File: src/rtl/synth_drv_5.sv
// Self-checking stimulus driver: issues LFSR operand vectors to a 1-stage core and scores its results.
// Optional first-error capture is enabled by defining SYNTH_DRV_FIRST_ERR_EN.
module synth_drv_5 #(
  parameter int unsigned NUM_VEC = 256,
  parameter logic [31:0] SEED    = 32'hACE1_2024
) (
  input  logic        clk,
  input  logic        rst_n,
  input  logic        start,
  output logic [31:0] out_a,
  output logic [31:0] out_b,
  output logic [31:0] out_c,
  output logic        out_sel,
  input  logic [31:0] dut_result,
  output logic        busy,
  output logic        done,
  output logic        pass,
  output logic [15:0] err_cnt,
  output logic [15:0] vec_cnt,
  output logic [15:0] first_err_idx,
  output logic [31:0] first_err_val
);

  localparam int unsigned DW = 32;
  localparam int unsigned CW = 16;
  localparam logic [DW-1:0] TAPS   = 32'h8020_0003;
  localparam logic [DW-1:0] RAW_A  = SEED;
  localparam logic [DW-1:0] RAW_B  = SEED ^ 32'h5555_5555;
  localparam logic [DW-1:0] RAW_C  = SEED ^ 32'hAAAA_AAAA;
  localparam logic [DW-1:0] SEED_A = (RAW_A == '0) ? 32'h1 : RAW_A;
  localparam logic [DW-1:0] SEED_B = (RAW_B == '0) ? 32'h1 : RAW_B;
  localparam logic [DW-1:0] SEED_C = (RAW_C == '0) ? 32'h1 : RAW_C;
  localparam logic [CW-1:0] LAST_IDX = CW'(NUM_VEC - 1);
  localparam logic [CW-1:0] CNT_MAX  = '1;

  typedef enum logic [1:0] {S_IDLE, S_RUN, S_DRAIN, S_DONE} state_e;

  function automatic logic [DW-1:0] lfsr_next(input logic [DW-1:0] x);
    return (x >> 1) ^ (x[0] ? TAPS : '0);
  endfunction

  function automatic logic [DW-1:0] expect_fn(input logic [DW-1:0] b, input logic [DW-1:0] c);
    logic [DW-1:0] bc;
    logic [DW-1:0] bbc;
    bc  = b * c;
    bbc = b * bc;
    return bc + (b ^ bbc);
  endfunction

  state_e        state_q, state_d;
  logic          drain_q, drain_d;
  logic [DW-1:0] lfsr_a_q, lfsr_a_d, lfsr_b_q, lfsr_b_d, lfsr_c_q, lfsr_c_d;
  logic [DW-1:0] out_a_q, out_a_d, out_b_q, out_b_d, out_c_q, out_c_d;
  logic          out_sel_q, out_sel_d;
  logic          busy_q, busy_d, done_q, done_d, pass_q, pass_d;
  logic [CW-1:0] err_q, err_d, vec_q, vec_d;
  logic [1:0]    pv_q, pv_d;
  logic [DW-1:0] pe0_q, pe0_d, pe1_q, pe1_d;
  logic          issue, clear, mismatch;
`ifdef SYNTH_DRV_FIRST_ERR_EN
  logic [CW-1:0] pi0_q, pi0_d, pi1_q, pi1_d;
  logic [CW-1:0] fe_idx_q, fe_idx_d;
  logic [DW-1:0] fe_val_q, fe_val_d;
`endif

  // Next-state, issue and scoring logic
  always_comb begin
    state_d   = state_q;
    drain_d   = drain_q;
    lfsr_a_d  = lfsr_a_q;
    lfsr_b_d  = lfsr_b_q;
    lfsr_c_d  = lfsr_c_q;
    out_a_d   = out_a_q;
    out_b_d   = out_b_q;
    out_c_d   = out_c_q;
    out_sel_d = out_sel_q;
    err_d     = err_q;
    vec_d     = vec_q;
    issue     = 1'b0;
    clear     = 1'b0;
`ifdef SYNTH_DRV_FIRST_ERR_EN
    fe_idx_d  = fe_idx_q;
    fe_val_d  = fe_val_q;
`endif

    case (state_q)
      S_IDLE, S_DONE: begin
        if (start) begin
          state_d = S_RUN;
          clear   = 1'b1;
        end
      end
      S_RUN: begin
        issue   = 1'b1;
        drain_d = 1'b0;
        if (vec_q == LAST_IDX) state_d = S_DRAIN;
      end
      S_DRAIN: begin
        drain_d = 1'b1;
        if (drain_q) state_d = S_DONE;
      end
      default: state_d = S_IDLE;
    endcase

    if (issue) begin
      out_a_d   = lfsr_a_q;
      out_b_d   = lfsr_b_q;
      out_c_d   = lfsr_c_q;
      out_sel_d = vec_q[0];
      lfsr_a_d  = lfsr_next(lfsr_a_q);
      lfsr_b_d  = lfsr_next(lfsr_b_q);
      lfsr_c_d  = lfsr_next(lfsr_c_q);
      vec_d     = vec_q + CW'(1);
    end

    // Two-deep alignment: issued at E, core registers at E+1, scored at E+2
    pv_d  = {pv_q[0], issue};
    pe0_d = expect_fn(lfsr_b_q, lfsr_c_q);
    pe1_d = pe0_q;
`ifdef SYNTH_DRV_FIRST_ERR_EN
    pi0_d = vec_q;
    pi1_d = pi0_q;
`endif

    mismatch = pv_q[1] && (dut_result != pe1_q);
    if (mismatch && (err_q != CNT_MAX)) err_d = err_q + CW'(1);
`ifdef SYNTH_DRV_FIRST_ERR_EN
    if (mismatch && (err_q == '0)) begin
      fe_idx_d = pi1_q;
      fe_val_d = dut_result;
    end
`endif

    if (clear) begin
      lfsr_a_d = SEED_A;
      lfsr_b_d = SEED_B;
      lfsr_c_d = SEED_C;
      err_d    = '0;
      vec_d    = '0;
`ifdef SYNTH_DRV_FIRST_ERR_EN
      fe_idx_d = '0;
      fe_val_d = '0;
`endif
    end

    busy_d = (state_d == S_RUN) || (state_d == S_DRAIN);
    done_d = (state_d == S_DONE);
    pass_d = done_d && (err_d == '0);
  end

  always_ff @(posedge clk or negedge rst_n) begin
    if (!rst_n) begin
      state_q   <= S_IDLE;
      drain_q   <= 1'b0;
      lfsr_a_q  <= SEED_A;
      lfsr_b_q  <= SEED_B;
      lfsr_c_q  <= SEED_C;
      out_a_q   <= '0;
      out_b_q   <= '0;
      out_c_q   <= '0;
      out_sel_q <= 1'b0;
      busy_q    <= 1'b0;
      done_q    <= 1'b0;
      pass_q    <= 1'b0;
      err_q     <= '0;
      vec_q     <= '0;
      pv_q      <= '0;
      pe0_q     <= '0;
      pe1_q     <= '0;
`ifdef SYNTH_DRV_FIRST_ERR_EN
      pi0_q     <= '0;
      pi1_q     <= '0;
      fe_idx_q  <= '0;
      fe_val_q  <= '0;
`endif
    end else begin
      state_q   <= state_d;
      drain_q   <= drain_d;
      lfsr_a_q  <= lfsr_a_d;
      lfsr_b_q  <= lfsr_b_d;
      lfsr_c_q  <= lfsr_c_d;
      out_a_q   <= out_a_d;
      out_b_q   <= out_b_d;
      out_c_q   <= out_c_d;
      out_sel_q <= out_sel_d;
      busy_q    <= busy_d;
      done_q    <= done_d;
      pass_q    <= pass_d;
      err_q     <= err_d;
      vec_q     <= vec_d;
      pv_q      <= pv_d;
      pe0_q     <= pe0_d;
      pe1_q     <= pe1_d;
`ifdef SYNTH_DRV_FIRST_ERR_EN
      pi0_q     <= pi0_d;
      pi1_q     <= pi1_d;
      fe_idx_q  <= fe_idx_d;
      fe_val_q  <= fe_val_d;
`endif
    end
  end

  assign out_a   = out_a_q;
  assign out_b   = out_b_q;
  assign out_c   = out_c_q;
  assign out_sel = out_sel_q;
  assign busy    = busy_q;
  assign done    = done_q;
  assign pass    = pass_q;
  assign err_cnt = err_q;
  assign vec_cnt = vec_q;
`ifdef SYNTH_DRV_FIRST_ERR_EN
  assign first_err_idx = fe_idx_q;
  assign first_err_val = fe_val_q;
`else
  assign first_err_idx = '0;
  assign first_err_val = '0;
`endif

endmodule

File: config.mk
export PLATFORM = sky130hd
export DESIGN_NAME = synth_drv_5
export DESIGN_NICKNAME = d
export VERILOG_FILES = /design/src/rtl/synth_drv_5.sv
export SDC_FILE = /design/constraint.sdc
export NUM_CORES = 2
export LEC_CHECK = 0
export CAP_MARGIN = 20
export CORE_ASPECT_RATIO = 0.6
export CORE_MARGIN = 2
export CORE_UTILIZATION = 35
export CTS_CLUSTER_DIAMETER = 150
export DETAILED_ROUTE_END_ITERATION = 10
export PLACE_DENSITY_LB_ADDON = 0.25
export RECOVER_POWER = 50
export SLEW_MARGIN = 20
export SYNTH_ARGS = -nofsm -noshare
export SYNTH_HDL_FRONTEND = slang
export SYNTH_SLANG_ARGS = --single-unit
File: constraint.sdc
create_clock -name clk -period 24.3 [get_ports clk]
set_input_delay 2.43 -clock clk [delete_from_list [all_inputs] [get_ports clk]]
set_output_delay 2.43 -clock clk [all_outputs]
set_load 0.02 [all_outputs]
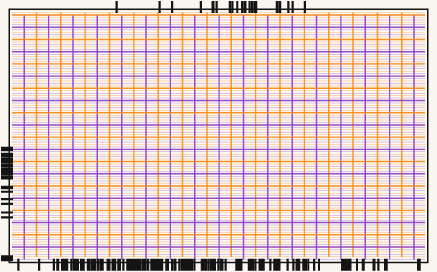
**Above:** power grid.
Pins as bars on the die edge.
VSS: in purple. VDD: in orange.
102 met1 rails follow the rows. The core has 101 rows. 20 straps on met5.

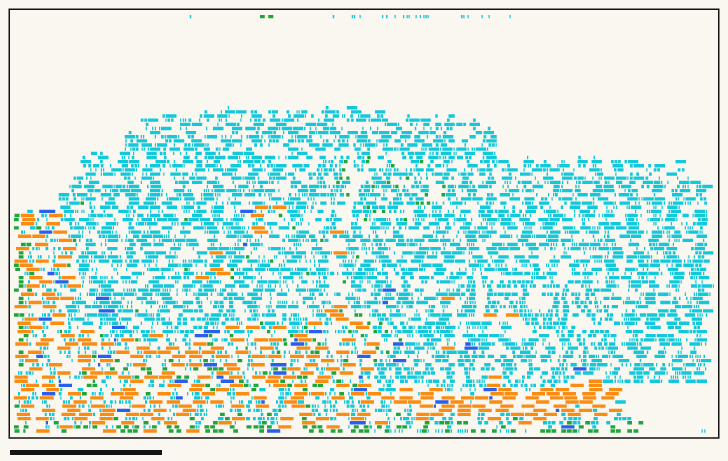
**Above:** cell classes on the final placement.
The bar under the picture is 100 um long.
clock drivers and dummy loads: in blue, cells 50, share of their area 2.1%. sequential cells: in orange, cells 297, share of their area 16%. remaining buffers and delay cells: in green, cells 240, share of their area 4.7%. combinational and other logic: in cyan, cells 4333, share of their area 77%.

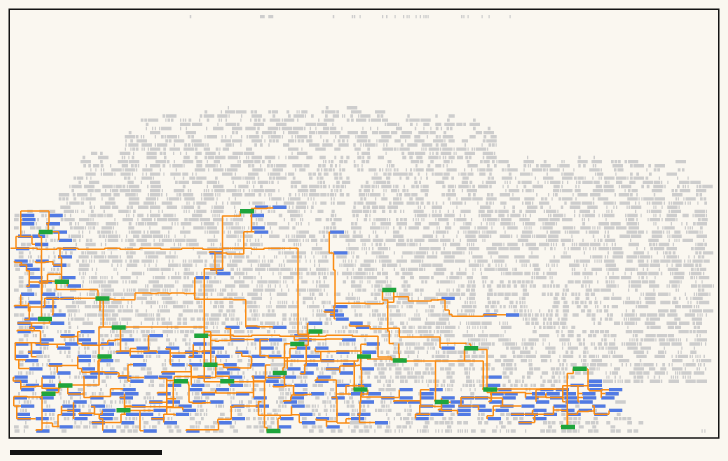
**Above:** clock distribution.
The bar under the picture is 100 um long.
clock wires: in orange, length 4560 um. flip-flops: in blue, count 297. clock drivers: in green, count 27.
There are 28 routed clock nets.

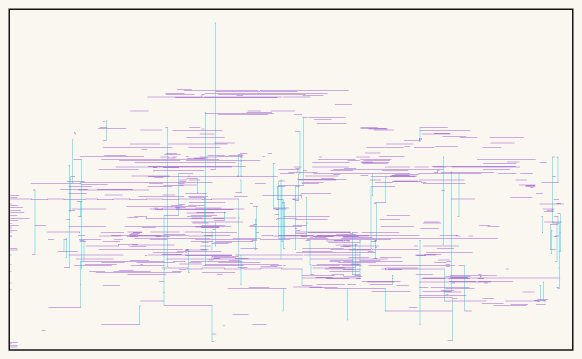
**Above:** routed metal, one color a layer.
Two of the layers only.
metal 4: in cyan, wire length 2670 um. metal 3: in purple, wire length 11700 um.

==> summary.txt <==
Logic area -> 0.0322 sq mm
Global-route met2 utilization -> 29.2%
Vias/cell -> 4.86
Fp_density -> 35.3%
DRT Pass-1 Iters -> 5
CTS Sinks -> 297
Critical Path AT -> 15930 ps
Vias in the first global route -> 34000
Cts repair resizes -> 0
Clock slew at reported path FFs -> 90 ps
Post-Synthesis Cells -> 4897
Failing checks -> max-capacitance violations, max-slew violations
Cycle use final -> 63.6%
Top_reg_cell synth -> dfrtp_1
Crit start category -> register
Fin crit period -> 15450 ps
Worst rel slew slack -> -235%
Top cells by area -> fa_1 (37%), dfrtp_1 (14%), inv_1 (8.5%)
Yosys cell count -> 4897
Cell variety after synth -> 64
Routed Wire Length -> 133000 um
Worst Hold Path EP -> pe1_q[21]$_DFF_PN0_
Gr ovfl total -> 0
Slew Viols, Final -> 604
Register Area -> 0.00750 sq mm
Reg-to-Reg Start -> lfsr_b_q[0]$_DFFE_PN1P_
Clock latency on the worst-skew pair -> 620 ps
Post-synthesis instance area -> 0.0446 sq mm
Number of antenna violations at the first check in global routing -> 3
Max_cap viols -> 8
Hold WC Path Type -> reg -> reg
Post-synth EDFFs -> 0
Worst-Margin Slew -> 5020 ps
FF-to-FF path depth -> 46
RePlAce Congestion -> 0.883
Final-layout fill cell count -> 12800
Status -> finished with violations
Hold Startpoint -> pe0_q[21]$_DFF_PN0_
Met1 usage -> 32.6%
Reg2reg setup slack -> 8850 ps
Final net count -> 6032
#FFs+latches synth -> 297
[how the worst max path moves through the flow]
stage	start	to	slack, ps	cells after the start
after floorplan	lfsr_b_q[12]$_DFFE_PN1P_	pe0_q[31]$_DFF_PN0_	10720	48
after global placement	lfsr_b_q[4]$_DFFE_PN1P_	pe0_q[31]$_DFF_PN0_	9120	49
after detailed placement	lfsr_b_q[4]$_DFFE_PN1P_	pe0_q[31]$_DFF_PN0_	9040	49
after CTS	lfsr_b_q[4]$_DFFE_PN1P_	pe0_q[31]$_DFF_PN0_	8960	49
after global routing	lfsr_b_q[0]$_DFFE_PN1P_	pe0_q[31]$_DFF_PN0_	8190	46
final	lfsr_b_q[0]$_DFFE_PN1P_	pe0_q[31]$_DFF_PN0_	8850	46
[cells in the final DEF (no fill, tap or decap), drive strengths merged, types with 12 or more instances in the layout]
cell           instances
and2                 369
a21o                  26
nand3                 60
and3                  23
conb                  49
o21ai                128
inv                 1015
xor2                 103
buf                   69
nor4                  12
xnor2                176
clkbuf                38
or3                   12
nand4                 13
nor2                  89
ha                   281
nand2b                96
a21oi                108
nand2                819
o21a                  17
nor3                  17
clkdlybuf4s50        164
dfstp                 43
dfrtp                254
fa                   817
[cells by family (layout without fill, tap and decap cells)]
kind of cell	count (synthesis)	in the layout	share of synthesized area [%]
simple gates	1532	1532	16.3
buf+inv	1325	1301	11.6
fa+ha+maj	1098	1098	44.6
compound gates	346	346	4.61
flops	297	297	16.8
xor+xnor	287	287	5.90
mux	10	10	0.247
other cells	2	51	0.0169
[per-stage QoR]
stage	instances	util (%)	hold WS, ps	instance area, sq um	setup WS (ps)
floorplan	4944	-	331	44700	10720
global placement	6569	37.8	335	47800	9120
detailed placement	6569	37.9	335	47800	9040
CTS	6619	38.6	352	48800	8960
global route	6619	38.6	358	48800	8190
finish	6621	38.6	349	48800	8850
[registers in the layout, indices dropped and copies added (netlist names), 16 cells and up]
register / flops
out_b: 32
err_cnt: 16
lfsr_b_q: 32
pe0_q: 32
lfsr_a_q: 32
out_c: 32
out_a: 32
lfsr_c_q: 32
pe1_q: 32
vec_cnt: 16
[metal layers]
metal | wire [um] | vias to the layer above
li1 | - | 14300
met1 | 65000 | 16500
met2 | 53300 | 1212
met3 | 11700 | 178
met4 | 2670 | 0
met5 | 0 | -
[cells in the mapped netlist, types with 17 or more instances]
library cell,instances
a21o_1,26
o21a_1,17
clkbuf_1,234
dfstp_2,43
nand3_1,60
nor2_1,89
xor2_1,103
buf_4,48
xnor2_1,175
o21ai_0,115
a21oi_1,108
and2_1,369
buf_1,30
ha_1,281
nand2b_1,96
and3_1,23
nand2_1,819
inv_1,1011
dfrtp_1,254
fa_1,817
[area by class of cell]
type / count / share of cell area (%)
clock inverter: 18 / 0.533
timing repair buffer: 240 / 4.49
sequential: 297 / 15.4
inverter: 1011 / 7.78
clock buffer: 32 / 1.51
antenna: 2 / 0.0103
tap: 1699 / 4.36
multi-input combinational: 3322 / 66.0
